**Register map, names as in the netlist**

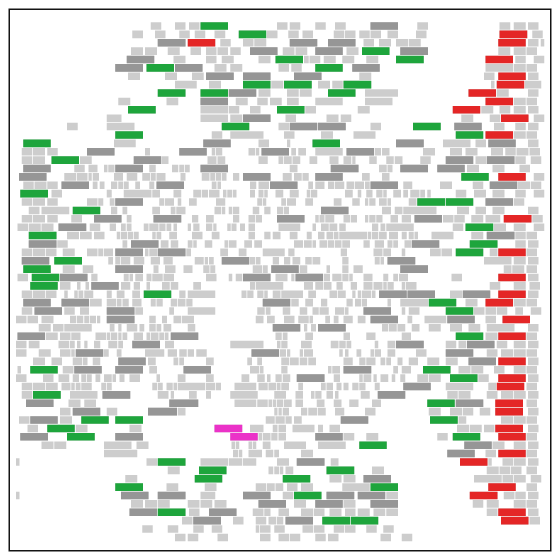
**Metal layers overlaid**

Only two layers are drawn.
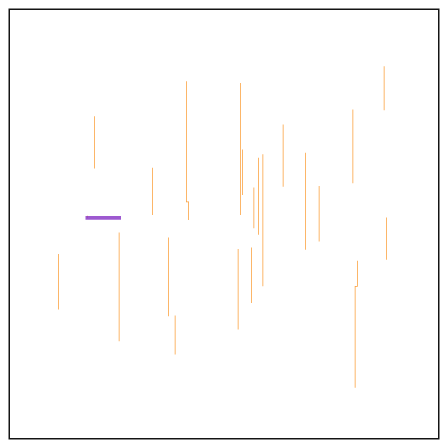
**Cell outlines without signal wires**

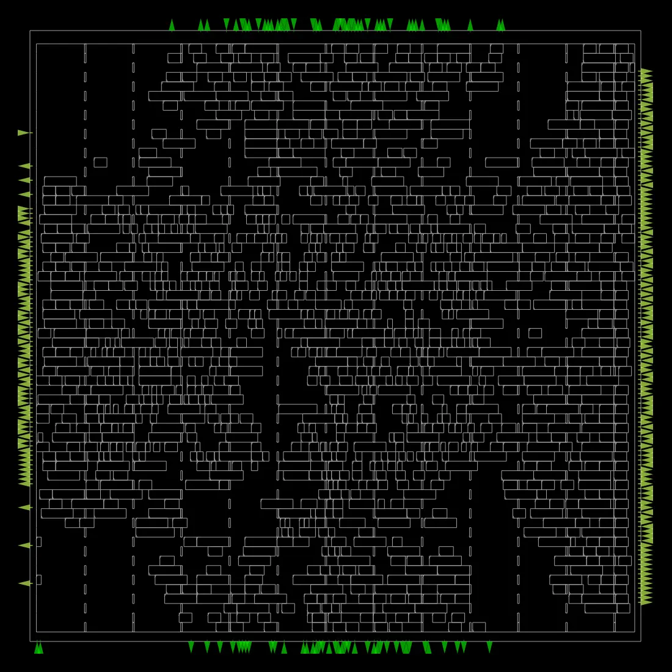
**Metal 2**

Scale bar: 50 um.
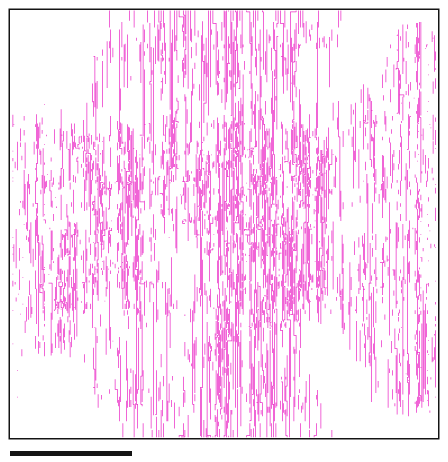
**I/O nets highlighted**

Scale bar: 50 um.
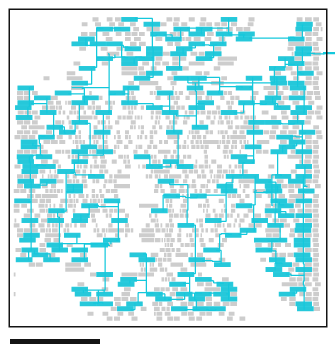
### src/rtl/if_fetch_stage.sv
// Instruction-fetch stage: holds the PC and issues one instruction read at a time.
// Returned words are buffered with their PC for decode.
// Redirects kill any in-flight fetch and restart fetching at the new PC.
module if_fetch_stage #(
    parameter int unsigned     XLEN     = 64,
    parameter logic [XLEN-1:0] RESET_PC = '0
) (
    input  logic            clk,
    input  logic            rst_n,
    input  logic            redirect_valid,
    input  logic [XLEN-1:0] redirect_pc,
    output logic            imem_req_valid,
    input  logic            imem_req_ready,
    output logic [XLEN-1:0] imem_req_addr,
    input  logic            imem_rsp_valid,
    input  logic [31:0]     imem_rsp_data,
    output logic            if_valid,
    input  logic            if_ready,
    output logic [XLEN-1:0] if_pc,
    output logic [31:0]     if_instr
);

    typedef enum logic [1:0] {
        IDLE,
        REQ,
        WAIT
    } state_t;

    state_t          state, state_nx;
    logic [XLEN-1:0] pc, pc_nx;
    logic [XLEN-1:0] req_pc, req_pc_nx;
    logic            kill, kill_nx;
    logic            if_valid_nx;
    logic [XLEN-1:0] if_pc_nx;
    logic [31:0]     if_instr_nx;
    logic [XLEN-1:0] redirect_target;
    logic            req_fire;

    // Redirect target with the two low bits forced to zero
    assign redirect_target = redirect_pc & ~XLEN'(3);
    assign req_fire        = imem_req_valid && imem_req_ready;

    // Request channel: only in REQ, never during a redirect, and only when the buffer can take the result
    always_comb begin
        imem_req_valid = (state == REQ) && !redirect_valid && (!if_valid || if_ready);
        imem_req_addr  = pc;
    end

    // Next-state, PC, kill and output-buffer logic
    always_comb begin
        state_nx    = state;
        pc_nx       = pc;
        req_pc_nx   = req_pc;
        kill_nx     = kill;
        if_valid_nx = if_valid;
        if_pc_nx    = if_pc;
        if_instr_nx = if_instr;

        // Drain; a load or redirect below takes precedence
        if (if_valid && if_ready) begin
            if_valid_nx = 1'b0;
        end

        unique case (state)
            IDLE: begin
                state_nx = REQ;
            end
            REQ: begin
                if (redirect_valid) begin
                    pc_nx       = redirect_target;
                    if_valid_nx = 1'b0;
                end else if (req_fire) begin
                    req_pc_nx = pc;
                    pc_nx     = pc + XLEN'(4);
                    state_nx  = WAIT;
                end
            end
            WAIT: begin
                if (imem_rsp_valid) begin
                    state_nx = REQ;
                    kill_nx  = 1'b0;
                    if (!kill && !redirect_valid) begin
                        if_valid_nx = 1'b1;
                        if_pc_nx    = req_pc;
                        if_instr_nx = imem_rsp_data;
                    end
                end
                // A redirect with no response this cycle leaves the old fetch outstanding,
                // so its response must be dropped when it returns
                if (redirect_valid) begin
                    pc_nx       = redirect_target;
                    if_valid_nx = 1'b0;
                    if (!imem_rsp_valid) begin
                        kill_nx = 1'b1;
                    end
                end
            end
            default: begin
                state_nx = IDLE;
            end
        endcase
    end

    // State and datapath registers
    always_ff @(posedge clk or negedge rst_n) begin
        if (!rst_n) begin
            state    <= IDLE;
            pc       <= RESET_PC;
            req_pc   <= '0;
            kill     <= 1'b0;
            if_valid <= 1'b0;
            if_pc    <= '0;
            if_instr <= '0;
        end else begin
            state    <= state_nx;
            pc       <= pc_nx;
            req_pc   <= req_pc_nx;
            kill     <= kill_nx;
            if_valid <= if_valid_nx;
            if_pc    <= if_pc_nx;
            if_instr <= if_instr_nx;
        end
    end

endmodule

### config.mk
export PLATFORM = sky130hd
export DESIGN_NAME = if_fetch_stage
export DESIGN_NICKNAME = d
export VERILOG_FILES = /design/src/rtl/if_fetch_stage.sv
export SDC_FILE = /design/constraint.sdc
export NUM_CORES = 1
export LEC_CHECK = 0
export CELL_PAD_IN_SITES_DETAIL_PLACEMENT = 0
export CELL_PAD_IN_SITES_GLOBAL_PLACEMENT = 1
export CORE_MARGIN = 1.5
export CORE_UTILIZATION = 35
export DETAILED_ROUTE_END_ITERATION = 16
export GPL_ROUTABILITY_DRIVEN = 0
export HOLD_SLACK_MARGIN = 0.15
export PLACE_DENSITY = 0.84
export SLEW_MARGIN = 20
export SYNTH_ARGS = -nofsm -noshare
export SYNTH_HDL_FRONTEND = slang
export SYNTH_SLANG_ARGS = --single-unit
### constraint.sdc
create_clock -name clk -period 2.7 [get_ports clk]
set_clock_uncertainty 0.05 [all_clocks]
set_input_delay 0.81 -clock clk [delete_from_list [all_inputs] [get_ports clk]]
set_output_delay 0.81 -clock clk [all_outputs]
set_load 0.01 [all_outputs]
==> deck_impl_summary.md <==
Key Metrics from the Run

Detailed routing
  • DRT Pass-1 Iters: 5
  • Detailed-route via count: 8,972

Critical path
  • Crit-path max FO: 2
  • CP peak stage delay: 0.45 ns
  • Worst reg-to-reg path cell count: 7
  • RR Startpoint: imem_req_addr[2]
  • Worst path required time: 1.84 ns
  • Critical path launch point type: primary input

Run status
  • Outcome: finished clean

Place
  • IO buf count: roughly 260

Clocking
  • CTS Sinks: 222
  • CTS tree: built
  • Clk latency late pin: 0.54 ns
  • CTS Root Buffer Type: clkbuf_16
  • Cts hold-fix bufs: 0

Synthesis
  • Cell Type Count: 53
  • Mapped Cells: 911
  • Count leader, synth: dfrtp_1
  • Mapped cell area: 10,380 um2
  • Ys cells: 911

Hold path
  • Hold WC Path Type: primary input to async pin

GRT
  • Total track usage: about a fifth
  • Vias in the first global route: 9,009

Timing
  • Max Slew Vio Count: 0
  • F_max: ~380 MHz
  • RSZ-0062 raised after global routing: no

Pwr
  • Worst IR drop on VDD: 674.3 uV

Floorplan
  • I/O pin cnt: 264
Notes on 'register map, names as in the netlist' above:
| color | name in the netlist | flops |
|---|---|---|
| magenta | state | 2 |
| red | if_instr | 32 |
| green | req_pc | 62 |
not colored: 126

Notes on 'metal layers overlaid' above:
| color | layer | wire length |
|---|---|---|
| orange | metal 4 | 645 um |
| purple | metal 5 | 12.9 um |

Notes on 'cell outlines without signal wires' above:
Filler Cell Count: 2,574
TAP cells: 384
site row count: 62
Seq/total area: 36.97%
final core area utilization: 51.95%

Notes on 'metal 2' above:
share of all routed wire: 47%
wire length on this layer: 15,600 um
nets with wire on the layer: 1,191
main direction: vertical

Notes on 'I/O nets highlighted' above:
| color | port | bits | direction | end cells | wire |
|---|---|---|---|---|---|
| cyan | rst_n | 1 | input | 222 | 1,910 um |

## timing repair
action / CTS / global route
hold endpoints to repair: 0 / 0
endpoints found under the setup margin: 1 / 1
gates resized: 1 / 1
## critical path: cells and delay by family
| kind | cells | cell delay [ns] |
|---|---|---|
| buffers and inverters | 2 | 0.69 |
| and+or+nand+nor | 2 | 0.28 |
## kinds of logic (layout without fill, tap and decap cells)
family	count (synthesis)	count (layout)	share of synthesized area, %
AOI/OAI and AO/OA	174	174	11.46
adders and majority gates	5	5	0.6029
buffers and inverters	78	412	3.075
DFF	222	222	53.54
muxes	155	155	16.81
other	1	5	0.03614
and+or+nand+nor	276	276	14.48
## stage by stage
stage / setup WS (ns) / hold WS, ns / TNS (ns) / area, um2 / std cells
after floorplan: 0.01267 / 0.3944 / 0 / 10400 / 914
after global placement: -0.2176 / 0.4145 / -0.3607 / 14120 / 1588
after detailed placement: -0.2261 / 0.4200 / -0.9701 / 14120 / 1588
after CTS: 0.02185 / 0.1634 / 0 / 15030 / 1632
after global routing: 0.001969 / 0.1911 / 0 / 15030 / 1632
final: 0.06720 / 0.1675 / 0 / 15030 / 1633
## report_power, final
group	switching [mW]	internal, mW	total [mW]
Sequential	1.31	4.94	6.25
Combinational	3.60	4.44	8.04
Clock	1.39	2.37	3.76
## layer usage
layer	routed length [um]	global-route usage (%)
met1	13920	27.60
met2	15550	35.19
met3	2929	5.440
met4	645	4.950
met5	12	0
## area by class of cell
| cell class | instances | area, um2 |
|---|---|---|
| multi-input combinational | 614 | 4546 |
| fill | 2574 | 13900 |
| tap | 384 | 480.5 |
| timing repair buffer | 361 | 3508 |
| antenna | 1 | 2.502 |
| sequential | 222 | 5558 |
| inverter | 7 | 26.28 |
| clock inverter | 10 | 178.9 |
| clock buffer | 34 | 732.0 |
Power is estimated from default activity; no workload was simulated.
